Fig. 1: wire density map
Scale bar: 20 um. The die is cut into 23 by 34 equal tiles; dark blue is low, red is high, scaled to the fullest tile. Values are wire area over tile area, all layers added.
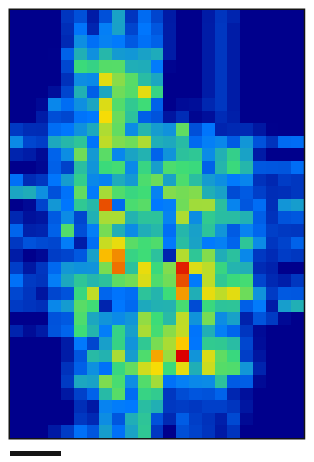
Fig. 2: cells coloured by class
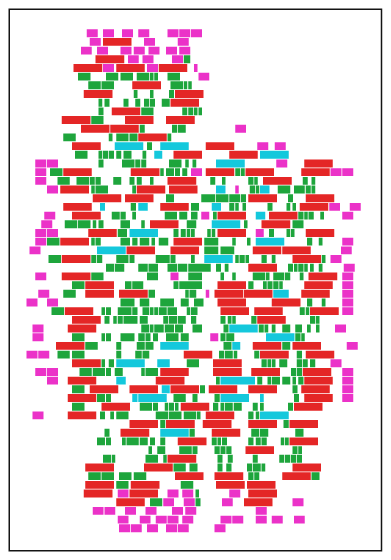
Fig. 3: wiring by layer
Scale bar: 20 um.
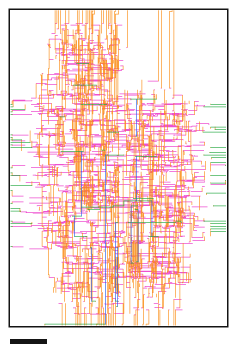
--- config.mk ---
export PLATFORM = sky130hd
export DESIGN_NAME = add_sequencer
export DESIGN_NICKNAME = d
export VERILOG_FILES = /design/src/rtl/add_sequencer.sv
export SDC_FILE = /design/constraint.sdc
export NUM_CORES = 1
export LEC_CHECK = 0
export ABC_AREA = 0
export CORE_ASPECT_RATIO = 1.5
export CORE_MARGIN = 5
export CORE_UTILIZATION = 35
export DETAILED_ROUTE_END_ITERATION = 16
export PLACE_DENSITY = 0.62
export RECOVER_POWER = 50
export SETUP_SLACK_MARGIN = 0.02
export SLEW_MARGIN = 10
export SYNTH_ARGS = -nofsm -noshare
export SYNTH_HDL_FRONTEND = slang
export SYNTH_SLANG_ARGS = --single-unit
--- constraint.sdc ---
create_clock -name clk -period 12.7 [get_ports clk]
set_input_delay 3.81 -clock clk [delete_from_list [all_inputs] [get_ports clk]]
set_output_delay 3.81 -clock clk [all_outputs]
set_load 0.01 [all_outputs]
--- src/rtl/add_sequencer.sv ---
// add_sequencer: multi-cycle adder/subtractor. It processes one N-bit slice
// per clock, least-significant slice first, so an N*W-bit operation takes W cycles.
//
// state | meaning
// ------+------------------------------------------------------------
// IDLE  | waiting for start; the outputs hold the last completed result
// RUN   | one slice computed per cycle; start is ignored
// DONE  | one-cycle done pulse; start is accepted here for back-to-back operation
module add_sequencer #(
  parameter int N = 8,
  parameter int W = 4
) (
  input  logic           clk,
  input  logic           rst,
  input  logic           start,
  input  logic           op,
  input  logic [N*W-1:0] a,
  input  logic [N*W-1:0] b,
  output logic [N*W-1:0] sum,
  output logic           cout,
  output logic           ovf,
  output logic           busy,
  output logic           done
);

  localparam int IW = (W > 1) ? $clog2(W) : 1;

  typedef enum logic [1:0] {IDLE, RUN, DONE} state_t;

  state_t         state;
  logic [N*W-1:0] a_q;
  logic [N*W-1:0] b_q;
  logic [N*W-1:0] res_q;
  logic [N*W-1:0] res_nxt;
  logic [IW-1:0]  idx;
  logic           carry;
  logic           op_q;

  logic [N-1:0]   a_sl;
  logic [N-1:0]   b_sl;
  logic [N-1:0]   b_eff;
  logic [N:0]     s;
  logic           last;
  logic           accept;

  // Slice datapath: select the current slice, add it with the carry-in,
  // and merge the result into a copy of the working register.
  always_comb begin
    a_sl    = '0;
    b_sl    = '0;
    res_nxt = res_q;
    for (int i = 0; i < W; i++) begin
      if (idx == IW'(i)) begin
        a_sl = a_q[i*N +: N];
        b_sl = b_q[i*N +: N];
      end
    end
    b_eff = op_q ? ~b_sl : b_sl;
    s     = {1'b0, a_sl} + {1'b0, b_eff} + {{N{1'b0}}, carry};
    for (int i = 0; i < W; i++) begin
      if (idx == IW'(i)) begin
        res_nxt[i*N +: N] = s[N-1:0];
      end
    end
  end

  assign last   = (idx == IW'(W - 1));
  assign accept = start && ((state == IDLE) || (state == DONE));

  // Sequencer FSM with registered outputs. On the final slice the result is
  // taken from res_nxt, because the top slice is not yet stored in res_q.
  always_ff @(posedge clk or posedge rst) begin
    if (rst) begin
      state <= IDLE;
      a_q   <= '0;
      b_q   <= '0;
      res_q <= '0;
      idx   <= '0;
      carry <= 1'b0;
      op_q  <= 1'b0;
      sum   <= '0;
      cout  <= 1'b0;
      ovf   <= 1'b0;
      busy  <= 1'b0;
      done  <= 1'b0;
    end else begin
      case (state)
        IDLE, DONE: begin
          done <= 1'b0;
          if (accept) begin
            a_q   <= a;
            b_q   <= b;
            op_q  <= op;
            carry <= op;
            idx   <= '0;
            busy  <= 1'b1;
            state <= RUN;
          end else begin
            busy  <= 1'b0;
            state <= IDLE;
          end
        end
        RUN: begin
          res_q <= res_nxt;
          carry <= s[N];
          idx   <= idx + 1'b1;
          if (last) begin
            sum   <= res_nxt;
            cout  <= s[N];
            // Overflow: the operands (with B as effectively added) share a sign,
            // and the result's sign differs from it.
            ovf   <= (a_sl[N-1] == b_eff[N-1]) && (s[N-1] != a_sl[N-1]);
            busy  <= 1'b0;
            done  <= 1'b1;
            state <= DONE;
          end
        end
        default: begin
          busy  <= 1'b0;
          done  <= 1'b0;
          state <= IDLE;
        end
      endcase
    end
  end

endmodule

==> reports/results.txt <==
Final Cell Area = 7630 um2
Post-Syn Nets = 637
PortBufs = 103
pin count of the biggest net entering global routing = 77
GRT overflow = 0
RSZ-0062 raised after global routing = no
startpoint types = input pin
Synth area leader = dfrtp_1
clock buffer depth = 2
Post-Synth XOR/XNOR Area = 2.05%
YS chip area = 5910 um2
Compound Share, Synth = 14.5%
final hold viol count = 0
total CTS buffers = 17
layout buffering overhead excluding clock cells = 14.0%
Die H = 169 um
grt met1 use = 17.9%
Rows = 58
MaxCap Viol Count = 3
Area leader share = 54.2%
top cells by area = dfrtp_1, mux2_2, o21ai_0
routed wl met2 = 7810 um
Post-synth regs = 128
tap cells = 210
Filler Cells Inserted = 1,607
Place WS = 6960 ps
Synth top cell by count = dfrtp_1
fin. max-slew vios = 193
failing checks = capacitance limit, slew limit
total negative setup slack = 0 ps
Die Width = 116 um
CP Class = input pin to flop
Comb area share = 32.3%
vias in the first global route = 4,599
worst hold margin = 467 ps
M2 GR Usage = 26.8%
MI comb area = 2470 um2
die area = 19,600 um2
Final clock-cell share = 7.46%
register area = 3200 um2
status = complete, but fails checks
layout net count = 729
fraction of registers with async set/reset = 100%
About Fig. 1:
- fullest tile: 0.48
- tiles over half the peak: 14%
- densest ninth of the die: middle
- mean over tiles: 0.11
- emptiest ninth of the die: top right
- nearly empty tiles: 23%
GRT Overall Usage: 15.3%
Post-Route WL: 14,400 um
Vias: 4,345
average wire per standard cell: 16.5 um

About Fig. 2:
- green: combinational and other logic (cells 391; share of their area 34%)
- magenta: remaining buffers and delay cells (cells 110; share of their area 15%)
- red: sequential cells (cells 128; share of their area 43%)
- cyan: clock drivers and dummy loads (cells 32; share of their area 7.7%)
area of the core: 16,700 um2
Core Util, Final: 45.7%

About Fig. 3:
- orange: metal 2 (wire length 7,810 um)
- blue: metal 4 (wire length 359 um)
- magenta: metal 1 (wire length 5,740 um)
- green: metal 3 (wire length 488 um)

path summary, 6_finish.rpt:
check	start	end	slack, ps	depth (start not counted)
max	start	carry	5190	6
min	sum[25]	sum[25]	470	2
max reg2reg	idx[1]	sum[30]	7950	15
min reg2reg	sum[25]	sum[25]	470	2
max in group asynchronous	rst	sum[9]	6370	3
min in group asynchronous	rst	a_q[1]	4550	2
critical path, cell delays in order:
cell and delay [ps]:
dlygate4sd3_1 530, nor2b_1 130, clkbuf_1 2590, nor2_1 250
a22oi_1 290, o21ai_0 140
